Run 1, placement by cell class:
(3 px per um)
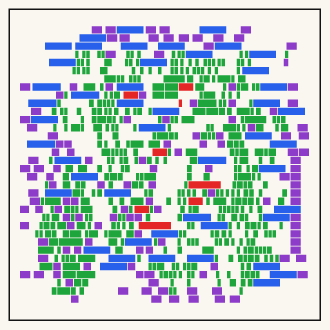
Run 1, clock nets:
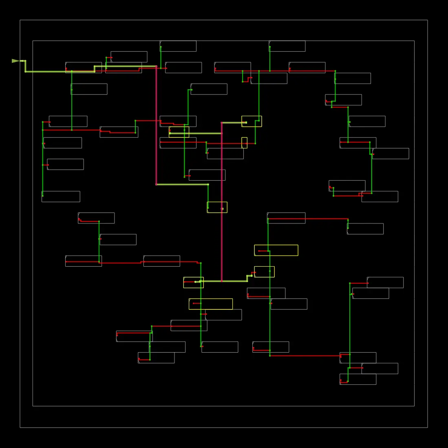
Run 1, met3 routing:
(4 px per um) Cells faint in the background.
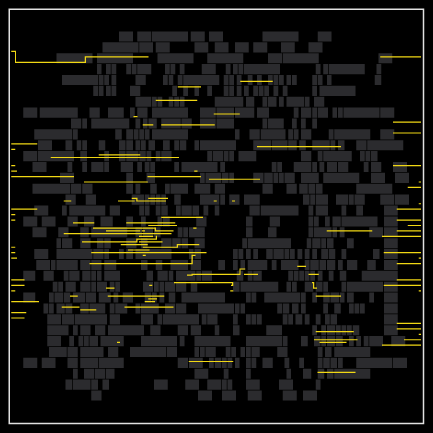
### src/rtl/vend_pkg.sv
// Shared types and default coin constants for the vending change path.
// Packed per-denomination fields put index 0 in the most significant slot.
package vend_pkg;

  typedef enum logic [1:0] {IDLE, SELECT, ISSUE, DONE} state_t;

  localparam int DEF_NUM_COINS = 4;
  localparam int DEF_VAL_W     = 10;

  localparam logic [DEF_VAL_W-1:0] VAL_QUARTER = 10'd25;
  localparam logic [DEF_VAL_W-1:0] VAL_DIME    = 10'd10;
  localparam logic [DEF_VAL_W-1:0] VAL_NICKEL  = 10'd5;
  localparam logic [DEF_VAL_W-1:0] VAL_PENNY   = 10'd1;

  localparam logic [DEF_NUM_COINS*DEF_VAL_W-1:0] DEF_COIN_VALS =
    {VAL_QUARTER, VAL_DIME, VAL_NICKEL, VAL_PENNY};

  // Low bit of field idx inside a packed vector of num fields, each w bits wide.
  function automatic int fld_lo(input int idx, input int num, input int w);
    return (num - 1 - idx) * w;
  endfunction

endpackage

### src/rtl/coin_select.sv
// Combinational greedy picker: lowest-index coin that fits the amount and is in stock.
module coin_select
  import vend_pkg::*;
#(
  parameter int VAL_W     = DEF_VAL_W,
  parameter int NUM_COINS = DEF_NUM_COINS,
  parameter int CNT_W     = 4,
  parameter int IDX_W     = 2
) (
  input  logic [VAL_W-1:0]           remaining,
  input  logic [NUM_COINS*CNT_W-1:0] stock,
  input  logic [NUM_COINS*VAL_W-1:0] vals,
  output logic                       found,
  output logic [IDX_W-1:0]           idx
);

  // Scan from the smallest coin upward so the lowest matching index wins.
  always_comb begin
    found = 1'b0;
    idx   = '0;
    for (int i = NUM_COINS - 1; i >= 0; i--) begin
      if ((vals[fld_lo(i, NUM_COINS, VAL_W) +: VAL_W] <= remaining) &&
          (stock[fld_lo(i, NUM_COINS, CNT_W) +: CNT_W] != '0)) begin
        found = 1'b1;
        idx   = IDX_W'(i);
      end
    end
  end

endmodule

### src/rtl/coin_change_dispenser.sv
// Inventory-aware change dispenser: greedy coin choice limited by tube stock,
// one coin per valid/ready handshake, with shortfall reporting and IDLE-time restock.
module coin_change_dispenser
  import vend_pkg::*;
#(
  parameter int VAL_W     = DEF_VAL_W,
  parameter int NUM_COINS = DEF_NUM_COINS,
  parameter int CNT_W     = 4,
  parameter logic [NUM_COINS*VAL_W-1:0] COIN_VALS  = DEF_COIN_VALS,
  parameter logic [NUM_COINS*CNT_W-1:0] INIT_STOCK = {NUM_COINS{CNT_W'(8)}},
  localparam int IDX_W = (NUM_COINS > 1) ? $clog2(NUM_COINS) : 1
) (
  input  logic                       CLOCK_50,
  input  logic                       reset,
  input  logic                       start,
  input  logic [VAL_W-1:0]           change,
  output logic                       coin_valid,
  output logic [IDX_W-1:0]           coin_idx,
  input  logic                       coin_ready,
  input  logic                       restock,
  input  logic [IDX_W-1:0]           restock_sel,
  input  logic [CNT_W-1:0]           restock_cnt,
  output logic                       busy,
  output logic                       done,
  output logic                       short,
  output logic [VAL_W-1:0]           remaining,
  output logic [NUM_COINS*CNT_W-1:0] disp_cnt,
  output logic [NUM_COINS*CNT_W-1:0] stock
);

  localparam logic [CNT_W-1:0] CNT_MAX = '1;

  state_t           state_q, state_d;
  logic [CNT_W-1:0] stock_q [NUM_COINS];
  logic [CNT_W-1:0] disp_q  [NUM_COINS];
  logic [VAL_W-1:0] val_arr [NUM_COINS];
  logic             found;
  logic [IDX_W-1:0] pick;
  logic [CNT_W:0]   restock_sum;

  for (genvar i = 0; i < NUM_COINS; i++) begin : g_pack
    assign stock[fld_lo(i, NUM_COINS, CNT_W) +: CNT_W]    = stock_q[i];
    assign disp_cnt[fld_lo(i, NUM_COINS, CNT_W) +: CNT_W] = disp_q[i];
    assign val_arr[i] = COIN_VALS[fld_lo(i, NUM_COINS, VAL_W) +: VAL_W];
  end

  coin_select #(
    .VAL_W     (VAL_W),
    .NUM_COINS (NUM_COINS),
    .CNT_W     (CNT_W),
    .IDX_W     (IDX_W)
  ) u_select (
    .remaining (remaining),
    .stock     (stock),
    .vals      (COIN_VALS),
    .found     (found),
    .idx       (pick)
  );

  // One extra bit catches the carry so restock can clamp at full scale.
  assign restock_sum = {1'b0, stock_q[restock_sel]} + {1'b0, restock_cnt};

  always_ff @(posedge CLOCK_50 or posedge reset) begin
    if (reset) state_q <= IDLE;
    else       state_q <= state_d;
  end

  always_comb begin
    state_d    = state_q;
    busy       = 1'b1;
    done       = 1'b0;
    coin_valid = 1'b0;
    case (state_q)
      IDLE: begin
        busy = 1'b0;
        if (start) state_d = SELECT;
      end
      SELECT: begin
        if ((remaining == '0) || !found) state_d = DONE;
        else                             state_d = ISSUE;
      end
      ISSUE: begin
        coin_valid = 1'b1;
        if (coin_ready) state_d = SELECT;
      end
      DONE: begin
        done    = 1'b1;
        state_d = IDLE;
      end
      default: state_d = IDLE;
    endcase
  end

  always_ff @(posedge CLOCK_50 or posedge reset) begin
    if (reset) begin
      coin_idx  <= '0;
      remaining <= '0;
      short     <= 1'b0;
      for (int i = 0; i < NUM_COINS; i++) begin
        stock_q[i] <= INIT_STOCK[fld_lo(i, NUM_COINS, CNT_W) +: CNT_W];
        disp_q[i]  <= '0;
      end
    end else begin
      case (state_q)
        IDLE: begin
          if (start) begin
            remaining <= change;
            short     <= 1'b0;
            for (int i = 0; i < NUM_COINS; i++) disp_q[i] <= '0;
          end else if (restock && (int'(restock_sel) < NUM_COINS)) begin
            stock_q[restock_sel] <= restock_sum[CNT_W] ? CNT_MAX : restock_sum[CNT_W-1:0];
          end
        end
        SELECT: begin
          if (remaining == '0) short    <= 1'b0;
          else if (!found)     short    <= 1'b1;
          else                 coin_idx <= pick;
        end
        ISSUE: begin
          // Selection guaranteed the coin fits, so remaining cannot wrap.
          if (coin_ready) begin
            remaining         <= remaining - val_arr[coin_idx];
            stock_q[coin_idx] <= stock_q[coin_idx] - 1'b1;
            if (disp_q[coin_idx] != CNT_MAX) disp_q[coin_idx] <= disp_q[coin_idx] + 1'b1;
          end
        end
        default: ;
      endcase
    end
  end

endmodule

### config.mk
export PLATFORM = sky130hd
export DESIGN_NAME = coin_change_dispenser
export DESIGN_NICKNAME = d
export VERILOG_FILES = /design/src/rtl/vend_pkg.sv /design/src/rtl/coin_select.sv /design/src/rtl/coin_change_dispenser.sv
export SDC_FILE = /design/constraint.sdc
export NUM_CORES = 1
export LEC_CHECK = 0
export ABC_AREA = 1
export CAP_MARGIN = 5
export CORE_MARGIN = 3
export CORE_UTILIZATION = 36
export DETAILED_ROUTE_END_ITERATION = 16
export RECOVER_POWER = 50
export SKIP_LAST_GASP = 1
export SLEW_MARGIN = 20
export SYNTH_ARGS = -nofsm -noshare
export SYNTH_HDL_FRONTEND = slang
export SYNTH_SLANG_ARGS = --single-unit
export TNS_END_PERCENT = 5
### constraint.sdc
create_clock -name CLOCK_50 -period 2.1 [get_ports CLOCK_50]
set_input_delay 0.21 -clock CLOCK_50 [delete_from_list [all_inputs] [get_ports CLOCK_50]]
set_output_delay 0.21 -clock CLOCK_50 [all_outputs]
set_load 0.02 [all_outputs]
==> CHANGELOG.md, run 1 <==
### Metrics

- Num ports: 69
- Total gr overflow: 0
- YS chip area: 0.00340 sq mm
- Top logic family: simple AND/OR/NAND/NOR gates
- Core Footprint: 0.00893 sq mm
- Clock buffer depth: 2
- Post-Synth AOI/OAI Area: 16.6%
- Highest routed layer: met4
- Outcome: finished, final reports clean
- Layout Cells excl Fill: 732
- Number of max-cap violations: 0
- Commonest Layout Cell: nand2_1
- Yosys adder share: 5.23%
- Syn Nets: 521
- Nets: 657
- Slew Viols, Final: 0
- Crit start category: flip-flop
- Instance count of the mapped netlist: 487
- Gate Area: 0.00205 sq mm
- Initial antenna violation count: 0
- Most frequent cells after synthesis: nand2_1, inv_1, nor2_1
- Sw frac: 48.7%
- WL/cell: 15.6 um
- Non-clk bufs: 133
- Met2 wire length: 5.36 mm
- Placed insts: 715
- Yosys Instances: 487
- Stages on worst setup path: 11
- Crit path kind: flip-flop to flip-flop
- Fill count: 896
- Post-route worst setup slack: 14.2 ps
- CTS H-tree lvls: 2
- Yosys simple share: 34.3%
- Met1 wire length: 5.09 mm
- Register bit total from synthesis: 47
- Root Buffer: clkbuf_8
- Area grow syn2layout: 44.8%
- GR peak layer: met2
- Critical Path Sink Type: flip-flop
- Max-area cell class: logic gates
- Well Taps: 108
- Met3 WL: 726 um
- Tot GR Track Use: 22.0%
- Largest net degree at the start of global routing: 48
- First DRT Iteration DRCs: 206
- Top cell type's share of synthesized area: 31.7%
- Crit-path leading delay family: AND-OR/OR-AND gates
- DP Area: 0.00463 sq mm
About 'placement by cell class':
Blue stands for flops, cells 47. Green stands for combinational and other logic, cells 436. Purple stands for other buffers and delay cells, cells 133. Red stands for clock drivers and dummy loads, cells 8.
sequential cell area share: 24.0%
final core occ: 55.1%
row count: 34
fin area: 0.00492 sq mm

About 'clock nets':
Seq cells: 47
Latency at later pin: 310 ps
clock buffers: 6

About 'met3 routing':
The layer carries 727 um of wire. The longest straight run is 31.7 um.
met3 global-route usage: 2.95%
drt total wl: 11.4 mm
Via Count: 3,847

==> run 2: changes to the inputs <==
Settings changed: CORE_UTILIZATION 36 to 30.
Run 2, routed clock nets over the placement:
(4 px per um)
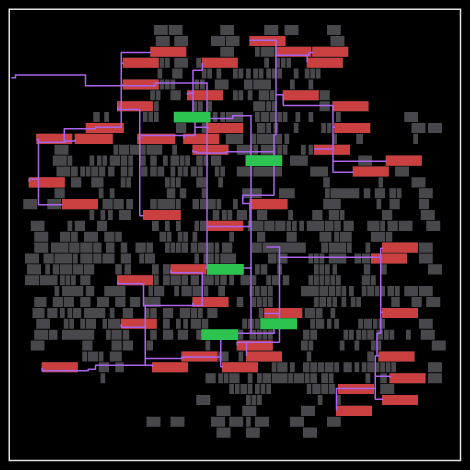
Purple stands for clock wires, length 784 um. Green stands for clock drivers, count 5. Red stands for flip-flops, count 47.
Position of the flops: spread over the die. There are 6 routed clock nets.
power share of the clock group: 13.1%
clk_skew: 4.90 ps
Latency at later pin: 290 ps

==> run 2 against run 1 <==
Net effect: cell count up 3.1%; global-route usage shrank 3.9 points; sequential cell count did not move; critical endpoint is now stock[5]; largest power group unchanged; critical path depth increased by 3; area after synthesis is the same; critical path type unchanged; clock power is 22% higher.
==> CHANGELOG.md, run 2 <==
### Metrics

- Fin area: 0.00490 sq mm
- Yosys adder share: 5.23%
- Via/cell ratio: 4.99
- Top cell type's share of synthesized area: 31.7%
- Critical Path Sink Type: flip-flop
- Register bit total from synthesis: 47
- Syn Nets: 521
- Crit path kind: flip-flop to flip-flop
- Well Taps: 140
- Post-Synth AOI/OAI Area: 16.6%
- Seq cells: 47
- DPL Wire Length: 8.95 mm
- Async SR Flop Fraction: 100%
- Met1 wire length: 5.13 mm
- Total gr overflow: 0
- Num ports: 69
- YS chip area: 0.00340 sq mm
- Largest net degree at the start of global routing: 39
- Met3 global-route usage: 3.18%
- Most frequent cells after synthesis: nand2_1, inv_1, nor2_1
- Tot GR Track Use: 18.1%
- Yosys Instances: 487
- Top logic family: simple AND/OR/NAND/NOR gates
- Core Footprint: 0.0109 sq mm
- Final core occ: 44.8%
- Clock buffer depth: 2
- CTS H-tree lvls: 2
- Placed insts: 742
- Tool warnings: 27
- Most frequent cells in the layout: nand2_1, clkdlybuf4s50_1, buf_4
- Instance count of the mapped netlist: 487
- Highest routed layer: met4
- #MultiIn Comb: 366
- Met2 wire length: 5.41 mm
- Fill count: 1,167
- Yosys simple share: 34.3%
- Drt total wl: 11.4 mm
- First DRT Iteration DRCs: 251
- Cell Chain, Critical Path: inv_2, nor2_2, a21oi_2, o221ai_2, ha_2, inv_2, fa_2, o21bai_1, a21oi_2, nand2_2, nand2_1, o21ai_1, nand2_1, o21ai_1
- Buffer share of cell area: 22.4%
- Non-clk bufs: 124
- Layout Cells excl Fill: 755
- Slew Viols, Final: 0
- Gate Area: 0.00200 sq mm
- Crit start category: flip-flop
- DP Area: 0.00463 sq mm
- WL/cell: 15.1 um
- Clock buffers: 6
- GR peak layer: met2
- Outcome: finished, final reports clean
- Post-route worst setup slack: 7.70 ps
- Max-area cell class: logic gates
- Root Buffer: clkbuf_16
- Combinational power: 4.97 mW
- Sequential cell area share: 24.2%
- Met3 WL: 647 um
==> run 3: changes to the inputs <==
Settings changed: RECOVER_POWER 50 to 100.
Run 3, clock nets:
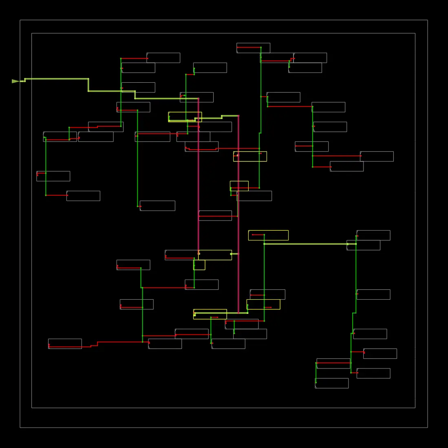
Power Clock: 978 uW
clk_skew: 4.40 ps
clk sink count: 47
CTS buffer count: 5

==> run 3 against run 2 <==
Net effect: maximum frequency barely moved; cell count unchanged; power down 1.8%; largest cell class unchanged; synthesized cell count unchanged; setup slack got worse by 0.60 ps; highest routed layer unchanged; critical endpoint unchanged; wire length down 0.12%; first-iteration DRC count is 8.4% lower; critical path type unchanged.
==> CHANGELOG.md, run 3 <==
### Metrics

- Outcome: finished, final reports clean
- Sequential cell area share: 24.2%
- Fill count: 1,168
- Crit path kind: flip-flop to flip-flop
- Clock buffers: 6
- Sw frac: 48.9%
- Post-Synth AOI/OAI Area: 16.6%
- Stages on worst setup path: 14
- Cell Chain, Critical Path: inv_2, nor2_2, a21oi_2, o221ai_2, ha_2, inv_2, fa_2, o21bai_1, a21oi_2, nand2_2, nand2_1, o21ai_1, nand2_1, o21ai_1
- Latency at later pin: 290 ps
- Largest net degree at the start of global routing: 39
- Num ports: 69
- Seq cells: 47
- Area grow syn2layout: 43.9%
- Top logic family: simple AND/OR/NAND/NOR gates
- Well Taps: 140
- Row count: 38
- Total gr overflow: 0
- Number of max-cap violations: 0
- Power share of the clock group: 13.3%
- Nets: 648
- Commonest Layout Cell: nand2_1
- Via Count: 3,757
- Layout Cells excl Fill: 755
- Top cell type's share of synthesized area: 31.7%
- Instance count of the mapped netlist: 487
- Final hold violation count: 0
- Met3 global-route usage: 3.18%
- DP Area: 0.00463 sq mm
- Crit start category: flip-flop
- Core Footprint: 0.0109 sq mm
- Drt total wl: 11.4 mm
- Async SR Flop Fraction: 100%
- Highest routed layer: met4
- Met1 wire length: 5.16 mm
- Fin area: 0.00489 sq mm
- Final core occ: 44.7%
- Gate Area: 0.00200 sq mm
- Post-route worst setup slack: 7.11 ps
- Register bit total from synthesis: 47
- Yosys Instances: 487
- Tool warnings: 27
- Non-clk bufs: 124
- CTS H-tree lvls: 2
- First DRT Iteration DRCs: 230
- Clock buffer depth: 2
- Crit-path leading delay family: adder cells
- Initial antenna violation count: 0
- Met2 wire length: 5.43 mm
- Buffer share of cell area: 22.3%
- Yosys simple share: 34.3%
- Most frequent cells after synthesis: nand2_1, inv_1, nor2_1
- WL/cell: 15.1 um
- YS chip area: 0.00340 sq mm
- GR peak layer: met2
- Slew Viols, Final: 0
- Syn Nets: 521
- Yosys adder share: 5.23%
- Max-area cell class: logic gates
- Most frequent cells in the layout: nand2_1, buf_4, inv_1
- Tot GR Track Use: 18.1%
Power is estimated from default activity; no workload was simulated.
